===== config.mk =====
export PLATFORM = sky130hd
export DESIGN_NAME = adc_sequencer_flat
export DESIGN_NICKNAME = d
export VERILOG_FILES = /design/src/rtl/adc_sequencer_if.sv /design/src/rtl/adc_sequencer.sv /design/src/flat_wrapper.sv
export SDC_FILE = /design/constraint.sdc
export NUM_CORES = 1
export LEC_CHECK = 0
export CAP_MARGIN = 20
export CELL_PAD_IN_SITES_DETAIL_PLACEMENT = 2
export CELL_PAD_IN_SITES_GLOBAL_PLACEMENT = 2
export CORE_ASPECT_RATIO = 0.8
export CORE_MARGIN = 1
export CORE_UTILIZATION = 32
export DETAILED_ROUTE_END_ITERATION = 16
export PLACE_DENSITY = 0.86
export REMOVE_ABC_BUFFERS = 1
export SETUP_SLACK_MARGIN = 0.02
export SLEW_MARGIN = 20
export SYNTH_ARGS = -nofsm -noshare
export SYNTH_HDL_FRONTEND = slang
export SYNTH_SLANG_ARGS = --single-unit

===== constraint.sdc =====
create_clock -name clk -period 2 [get_ports clk]
set_input_delay 0.4 -clock clk [delete_from_list [all_inputs] [get_ports clk]]
set_output_delay 0.4 -clock clk [all_outputs]
set_load 0.005 [all_outputs]

===== src/rtl/adc_sequencer_if.sv =====
// Bundle of the sequencer's control, strobe and result signals between the
// ADC digital block (slave side: the sequencer) and its controller/consumer.
interface adc_sequencer_if #(
    parameter int NCOMP_MAX = 16
);
    logic                 start;
    logic                 cont;
    logic [3:0]           cfg_samp_len;
    logic [4:0]           cfg_ncomp;
    logic                 comp_out;
    logic                 seq_init;
    logic                 seq_samp;
    logic                 seq_comp;
    logic                 seq_update;
    logic                 busy;
    // Result handshake: a word transfers on any rising edge where result_valid
    // and result_ready are both high; result_valid never drops without that
    // transfer (or reset), and a new load while still valid overwrites it.
    logic [NCOMP_MAX-1:0] result;
    logic                 result_valid;
    logic                 result_ready;
    logic                 overrun;
    logic                 clr_overrun;
    logic [5:0]           state_dbg;

    modport master (
        output start, cont, cfg_samp_len, cfg_ncomp, comp_out, result_ready, clr_overrun,
        input  seq_init, seq_samp, seq_comp, seq_update, busy,
               result, result_valid, overrun, state_dbg
    );

    modport slave (
        input  start, cont, cfg_samp_len, cfg_ncomp, comp_out, result_ready, clr_overrun,
        output seq_init, seq_samp, seq_comp, seq_update, busy,
               result, result_valid, overrun, state_dbg
    );
endinterface


===== src/rtl/adc_sequencer.sv =====
// SAR ADC conversion sequencer: INIT, SAMP, then COMP/UPDATE pairs collecting
// comparator decisions MSB-first, DONE publishes the word with overrun tracking.
module adc_sequencer #(
    parameter int NCOMP_MAX = 16,
    parameter int SAMP_MAX  = 15
) (
    input logic             clk,
    input logic             rst,
    adc_sequencer_if.slave  bus
);
    localparam logic [3:0] SAMP_MAX_W  = 4'(SAMP_MAX);
    localparam logic [4:0] NCOMP_MAX_W = 5'(NCOMP_MAX);

    // One-hot so each phase strobe is a bare flip-flop output.
    typedef enum logic [5:0] {
        IDLE   = 6'b000001,
        INIT   = 6'b000010,
        SAMP   = 6'b000100,
        COMP   = 6'b001000,
        UPDATE = 6'b010000,
        DONE   = 6'b100000
    } state_t;

    state_t               state;
    logic [5:0]           state_bits;
    logic                 busy_q;
    logic [3:0]           samp_left;
    logic [4:0]           ncomp_lat;
    logic [4:0]           dec_cnt;
    logic [NCOMP_MAX-1:0] shreg;
    logic [NCOMP_MAX-1:0] bit_ptr;
    logic [NCOMP_MAX-1:0] result_q;
    logic                 result_valid_q;
    logic                 overrun_q;

    always_ff @(posedge clk) begin
        if (rst) begin
            state          <= IDLE;
            busy_q         <= 1'b0;
            samp_left      <= '0;
            ncomp_lat      <= '0;
            dec_cnt        <= '0;
            shreg          <= '0;
            bit_ptr        <= '0;
            result_q       <= '0;
            result_valid_q <= 1'b0;
            overrun_q      <= 1'b0;
        end else begin
            unique case (state)
                IDLE: begin
                    if (bus.start) begin
                        state  <= INIT;
                        busy_q <= 1'b1;
                    end
                end
                INIT: begin
                    if (bus.cfg_samp_len == 4'd0)
                        samp_left <= 4'd1;
                    else if (bus.cfg_samp_len > SAMP_MAX_W)
                        samp_left <= SAMP_MAX_W;
                    else
                        samp_left <= bus.cfg_samp_len;
                    if (bus.cfg_ncomp == 5'd0 || bus.cfg_ncomp > NCOMP_MAX_W)
                        ncomp_lat <= NCOMP_MAX_W;
                    else
                        ncomp_lat <= bus.cfg_ncomp;
                    dec_cnt <= '0;
                    shreg   <= '0;
                    bit_ptr <= {1'b1, {(NCOMP_MAX-1){1'b0}}};
                    state   <= SAMP;
                end
                SAMP: begin
                    if (samp_left <= 4'd1)
                        state <= COMP;
                    else
                        samp_left <= samp_left - 4'd1;
                end
                COMP: state <= UPDATE;
                UPDATE: begin
                    // bit_ptr walks from the MSB down, one position per decision.
                    if (bus.comp_out)
                        shreg <= shreg | bit_ptr;
                    bit_ptr <= bit_ptr >> 1;
                    dec_cnt <= dec_cnt + 5'd1;
                    if (dec_cnt + 5'd1 >= ncomp_lat)
                        state <= DONE;
                    else
                        state <= COMP;
                end
                DONE: begin
                    if (bus.cont) begin
                        state <= INIT;
                    end else begin
                        state  <= IDLE;
                        busy_q <= 1'b0;
                    end
                end
                default: begin
                    state  <= IDLE;
                    busy_q <= 1'b0;
                end
            endcase

            // A load at the same edge as a transfer keeps valid high, no overrun.
            if (state == DONE) begin
                result_q       <= shreg;
                result_valid_q <= 1'b1;
                if (result_valid_q && !bus.result_ready)
                    overrun_q <= 1'b1;
                else if (bus.clr_overrun)
                    overrun_q <= 1'b0;
            end else begin
                if (result_valid_q && bus.result_ready)
                    result_valid_q <= 1'b0;
                if (bus.clr_overrun)
                    overrun_q <= 1'b0;
            end
        end
    end

    assign state_bits       = state;
    assign bus.seq_init     = state_bits[1];
    assign bus.seq_samp     = state_bits[2];
    assign bus.seq_comp     = state_bits[3];
    assign bus.seq_update   = state_bits[4];
    assign bus.busy         = busy_q;
    assign bus.result       = result_q;
    assign bus.result_valid = result_valid_q;
    assign bus.overrun      = overrun_q;
    assign bus.state_dbg    = state_bits;
endmodule


===== src/flat_wrapper.sv =====
// flat-port wrapper written by rule: the top's interface ports become plain ports
module adc_sequencer_flat 
#(
    parameter int NCOMP_MAX = 16,
    parameter int SAMP_MAX  = 15
)
  (clk, rst, bus_start, bus_cont, bus_cfg_samp_len, bus_cfg_ncomp, bus_comp_out, bus_result_ready, bus_clr_overrun, bus_seq_init, bus_seq_samp, bus_seq_comp, bus_seq_update, bus_busy, bus_result, bus_result_valid, bus_overrun, bus_state_dbg);
  adc_sequencer_if #(.NCOMP_MAX(NCOMP_MAX)) bus_i ();
  input logic clk;
  input logic rst;
  input wire logic [$bits(bus_i.start)-1:0] bus_start;
  input wire logic [$bits(bus_i.cont)-1:0] bus_cont;
  input wire logic [$bits(bus_i.cfg_samp_len)-1:0] bus_cfg_samp_len;
  input wire logic [$bits(bus_i.cfg_ncomp)-1:0] bus_cfg_ncomp;
  input wire logic [$bits(bus_i.comp_out)-1:0] bus_comp_out;
  input wire logic [$bits(bus_i.result_ready)-1:0] bus_result_ready;
  input wire logic [$bits(bus_i.clr_overrun)-1:0] bus_clr_overrun;
  output wire logic [$bits(bus_i.seq_init)-1:0] bus_seq_init;
  output wire logic [$bits(bus_i.seq_samp)-1:0] bus_seq_samp;
  output wire logic [$bits(bus_i.seq_comp)-1:0] bus_seq_comp;
  output wire logic [$bits(bus_i.seq_update)-1:0] bus_seq_update;
  output wire logic [$bits(bus_i.busy)-1:0] bus_busy;
  output wire logic [$bits(bus_i.result)-1:0] bus_result;
  output wire logic [$bits(bus_i.result_valid)-1:0] bus_result_valid;
  output wire logic [$bits(bus_i.overrun)-1:0] bus_overrun;
  output wire logic [$bits(bus_i.state_dbg)-1:0] bus_state_dbg;
  assign bus_i.start = bus_start;
  assign bus_i.cont = bus_cont;
  assign bus_i.cfg_samp_len = bus_cfg_samp_len;
  assign bus_i.cfg_ncomp = bus_cfg_ncomp;
  assign bus_i.comp_out = bus_comp_out;
  assign bus_i.result_ready = bus_result_ready;
  assign bus_i.clr_overrun = bus_clr_overrun;
  assign bus_seq_init = bus_i.seq_init;
  assign bus_seq_samp = bus_i.seq_samp;
  assign bus_seq_comp = bus_i.seq_comp;
  assign bus_seq_update = bus_i.seq_update;
  assign bus_busy = bus_i.busy;
  assign bus_result = bus_i.result;
  assign bus_result_valid = bus_i.result_valid;
  assign bus_overrun = bus_i.overrun;
  assign bus_state_dbg = bus_i.state_dbg;
  adc_sequencer #(.NCOMP_MAX(NCOMP_MAX), .SAMP_MAX(SAMP_MAX)) u_core (.clk(clk), .rst(rst), .bus(bus_i));
endmodule

**Cell density map**

11 x 9 tiles, from white (low) to dark blue (high), 0 to 100% covered.
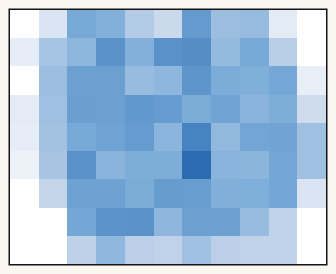
tiles over 75% full: 1.0%
nearly empty tiles: 11%
densest ninth of the die: middle
mean over tiles: 38%
fullest tile: 76%

**M3 wires**

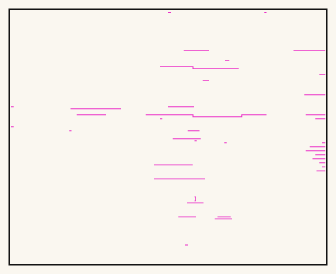
main direction: horizontal
nets with wire on the layer: 29
share of all routed wire: 2.5%
routing usage on met3: 0.0429
final WL: 9360 µm

**Cell placement**

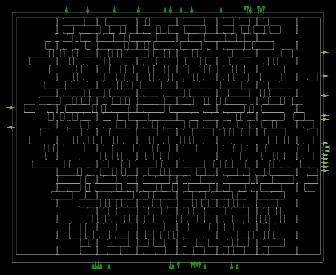
Layout Cells excl Fill: 490
Seq/total area: 0.387
Util after Layout: 0.430
num rows: 30

**I/O pins on the die edge**

Pins as bars across the die edge, other pins in grey.
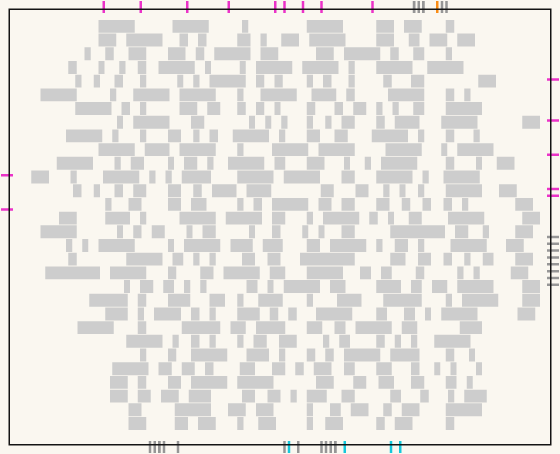
[rst] orange | pins: 1 | direction: input | edge: top
[bus_result] magenta | pins: 16 | direction: output | edge: 9 top, 5 right, 2 left
[bus_cfg_samp_len] cyan | pins: 4 | direction: input | edge: bottom
all pins by edge: 15 bottom, 15 top, 13 right, 2 left
Die H: 86.2 µm
Die W: 107 µm
Port Buffer Count: 44

## routing by layer
layer,wire (µm),vias to the layer above,GRT usage
li1,-,1211,-
met1,4270,1272,0.258
met4,180,0,0.0722
met5,0,-,0
met2,4670,52,0.358
met3,237,15,0.0429
## worst max-delay path: stages, from the launching register on
cell     delay [ns]
dfxtp_2        0.38
ha_2           0.24
nand3_1        0.16
xnor2_2        0.19
ha_1           0.33
nand3_1        0.12
o21ai_2        0.20
o21ai_1        0.10
nor2b_1        0.14
## area by class of cell
class | count | area [µm²]
fillers | 903 | 4880
flip-flops and latches | 71 | 1420
multi-input cells | 224 | 1290
repair buffers | 57 | 546
well taps | 112 | 140
clock buffers | 11 | 131
clock inverters | 5 | 106
inverters | 10 | 37.5
## repair_timing
action | 4_1_cts | 5_1_grt
setup endpoints to repair | 3 | 4
gates resized | 4 | 7
buffers inserted | 0 | 2
pin swaps | 0 | 3
## synth_stat cells, drive strengths merged, types with 4 or more instances
library cell  count
dfxtp            71
nand2            46
nor2             46
a21oi            43
a22oi            19
buf              12
clkbuf           11
inv              10
ha                9
nand3             6
nand3b            5
nor3              5
a31oi             4
nor2b             4
o21ai             4
xnor2             4
## logic make-up (layout without fill, tap and decap cells)
kind of cell,count (synthesis),count (layout),share of synthesized area
flops,71,71,0.501
compound gates,79,79,0.167
xor+xnor,5,5,0.0154
fa+ha+maj,9,9,0.0397
buf+inv,33,83,0.0551
simple gates,131,131,0.222
## power by group through the flow
| stage | Sequential, mW | Combinational, mW | Clock [mW] |
|---|---|---|---|
| final | 1.48 | 0.324 | 1.38 |
| after detailed placement | 1.51 | 0.298 | 0 |
| after global placement | 1.51 | 0.283 | 0 |
| after global routing | 1.49 | 0.353 | 1.47 |
| after CTS | 1.48 | 0.307 | 1.42 |
| after floorplan | 1.50 | 0.145 | 0 |
## metrics by stage
step,utilization,hold slack [ns],area [µm²],TNS [ns]
after floorplan,-,0.426,2720,0
after global placement,0.394,0.446,3380,-0.0603
after detailed placement,0.394,0.452,3380,-0.411
after CTS,0.424,0.413,3620,-0.00273
after global routing,0.430,0.424,3680,-0.0468
final,0.430,0.433,3680,0
## state kept, by name, indices dropped and copies added, names as in the netlist, 4 cells and up
register	flops
u_core.bit_ptr	16
u_core.bus.result	16
u_core.bus.state_dbg	6
u_core.dec_cnt	5
u_core.ncomp_lat	5
u_core.samp_left	4
u_core.shreg	16
## placed cells by master (no fill, tap or decap), drive strengths merged, types with 2 or more instances in the layout
cell type	n
dfxtp	71
nand2	46
nor2	46
clkdlybuf4s50	43
a21oi	43
a22oi	19
buf	14
clkbuf	11
inv	10
ha	9
nand3	6
nand3b	5
nor3	5
nor2b	4
a31oi	4
xnor2	4
o21ai	4
or3	3
nand2b	3
bufinv	3
and3	2
a211oi	2
nor3b	2
nor4	2
## worst paths after layout
path | startpoint | end | slack, ns | cells after the start
hold reg to reg | u_core.ncomp_lat[1] | u_core.ncomp_lat[1] | 0.46 | 2
setup / recovery | u_core.dec_cnt[0] | u_core.bus.state_dbg[3] | 0.03 | 8
setup reg to reg | u_core.dec_cnt[0] | u_core.bus.state_dbg[3] | 0.03 | 8
hold / removal | rst | u_core.shreg[0] | 0.43 | 2
==> impl_metrics.csv <==
group,metric,value,unit
detailed_routing,wl_per_cell,19.1,µm
synthesis,yosys_warnings,0,
finish,drive_above_1_share,0.119,
clocking,htree_levels,3,
finish,num_antenna_cells,0,
min_path,worstHoldPathType,"input port to flop",
setup_path,crit_path_start_kind,"flop",
detailed_routing,drc,0,
pwr,sw_frac_of_total,0.241,
die,fp_util,0.331,
synthesis,avgSynthCellArea,8.65,µm²
setup_path,critPathKind,"flop to flop",
clocking,hold_buffers,0,
final_timing,finalClockSkew,0.0116,ns
final_timing,layout_setup_ws,0.0254,ns
run,warnings,28,
synthesis,netlist.area_leader.share,0.501,
final_timing,hold_viol_final,0,
placed_design,pre_cts_ws,-0.127,ns
pwr,p_int,2.42,mW
pwr,sequentialPowerShare,0.465,
global_routing,grt_overflow,0,
synthesis,ff_type,"dfxtp_1",
final_timing,layout_min_cycle_time,1.97,ns
detailed_routing,dr.pass1.iters,4,
synthesis,edf_count,0,
synthesis,ys_seq_frac,0.501,
run,maxCapViolCount,0,
finish,areaGrowthSynthToFinish,29.6,%
placed_design,dp.cells,472,
clocking,clock_latency,0.34,ns
detailed_routing,drtAntennaViolNets,0,
detailed_routing,via_per_inst,5.20,
global_routing,grt_max_degree,42,
pwr,p_total,3.19,mW
die,die-area,9250,µm²
final_timing,post-route-period-util,0.987,
global_routing,grt_pass1_wl,14600,µm
clocking,cts_tree,"built",
clocking,clk_pin_slew,0.07,ns
synthesis,syn_area,2840,µm²
run_status,status,"finished clean",
synthesis,ys_area,2840,µm²
detailed_routing,vias,2550,
synthesis,synth.area.top_cells,"dfxtp_1 (50%), a21oi_1 (7.6%), nand2_1 (6.0%)",
pwr,max-vdd-ir-drop,474,µV
final_timing,tightest_slew,0.513,ns
pwr,pwr-share-clk,0.434,
final_timing,relSlewSlack,0.658,
clocking,cts.sinks,71,
global_routing,grt_antenna_before_repair,0,
die,coreArea,8560,µm²
pwr,switching_power,0.768,mW
final_timing,rsz0062_at_grt,"true",
synthesis,synthArstFlopShare,0,
pwr,power.density,868,nW/µm²
pwr,combPwrFrac,0.101,
global_routing,grt_pass1_vias,2718,
placed_design,finalWeightedCongestion,0.786,
synthesis,yosys_cells,328,
setup_path,path_max_fanout,4,
synthesis,yosysTopAreaCell,"dfxtp_1",
finish,layout.nets,398,
synthesis,synth-seq-cells,71,
detailed_routing,drtIter0Drc,82,
clocking,clock-root-buffer,"clkbuf_8",
pwr,p_leak,1.32,nW
global_routing,grt_usage,0.208,
synthesis,synth_cell_types,43,
die,io_pins,45,
setup_path,arrival,2.20,ns
final_timing,setup_viol,0,
final_timing,fmax,0.506,GHz
placed_design,place_hpwl,5750,µm
setup_path,required,2.22,ns
final_timing,drv_slew,0,
clocking,cts_buffers,9,
synthesis,syn_inst,328,
setup_path,cp-end-kind,"flop",
clocking,ctsLongestPathBuffers,2,
No activity file was given, so power comes from the tool's default toggle rates.
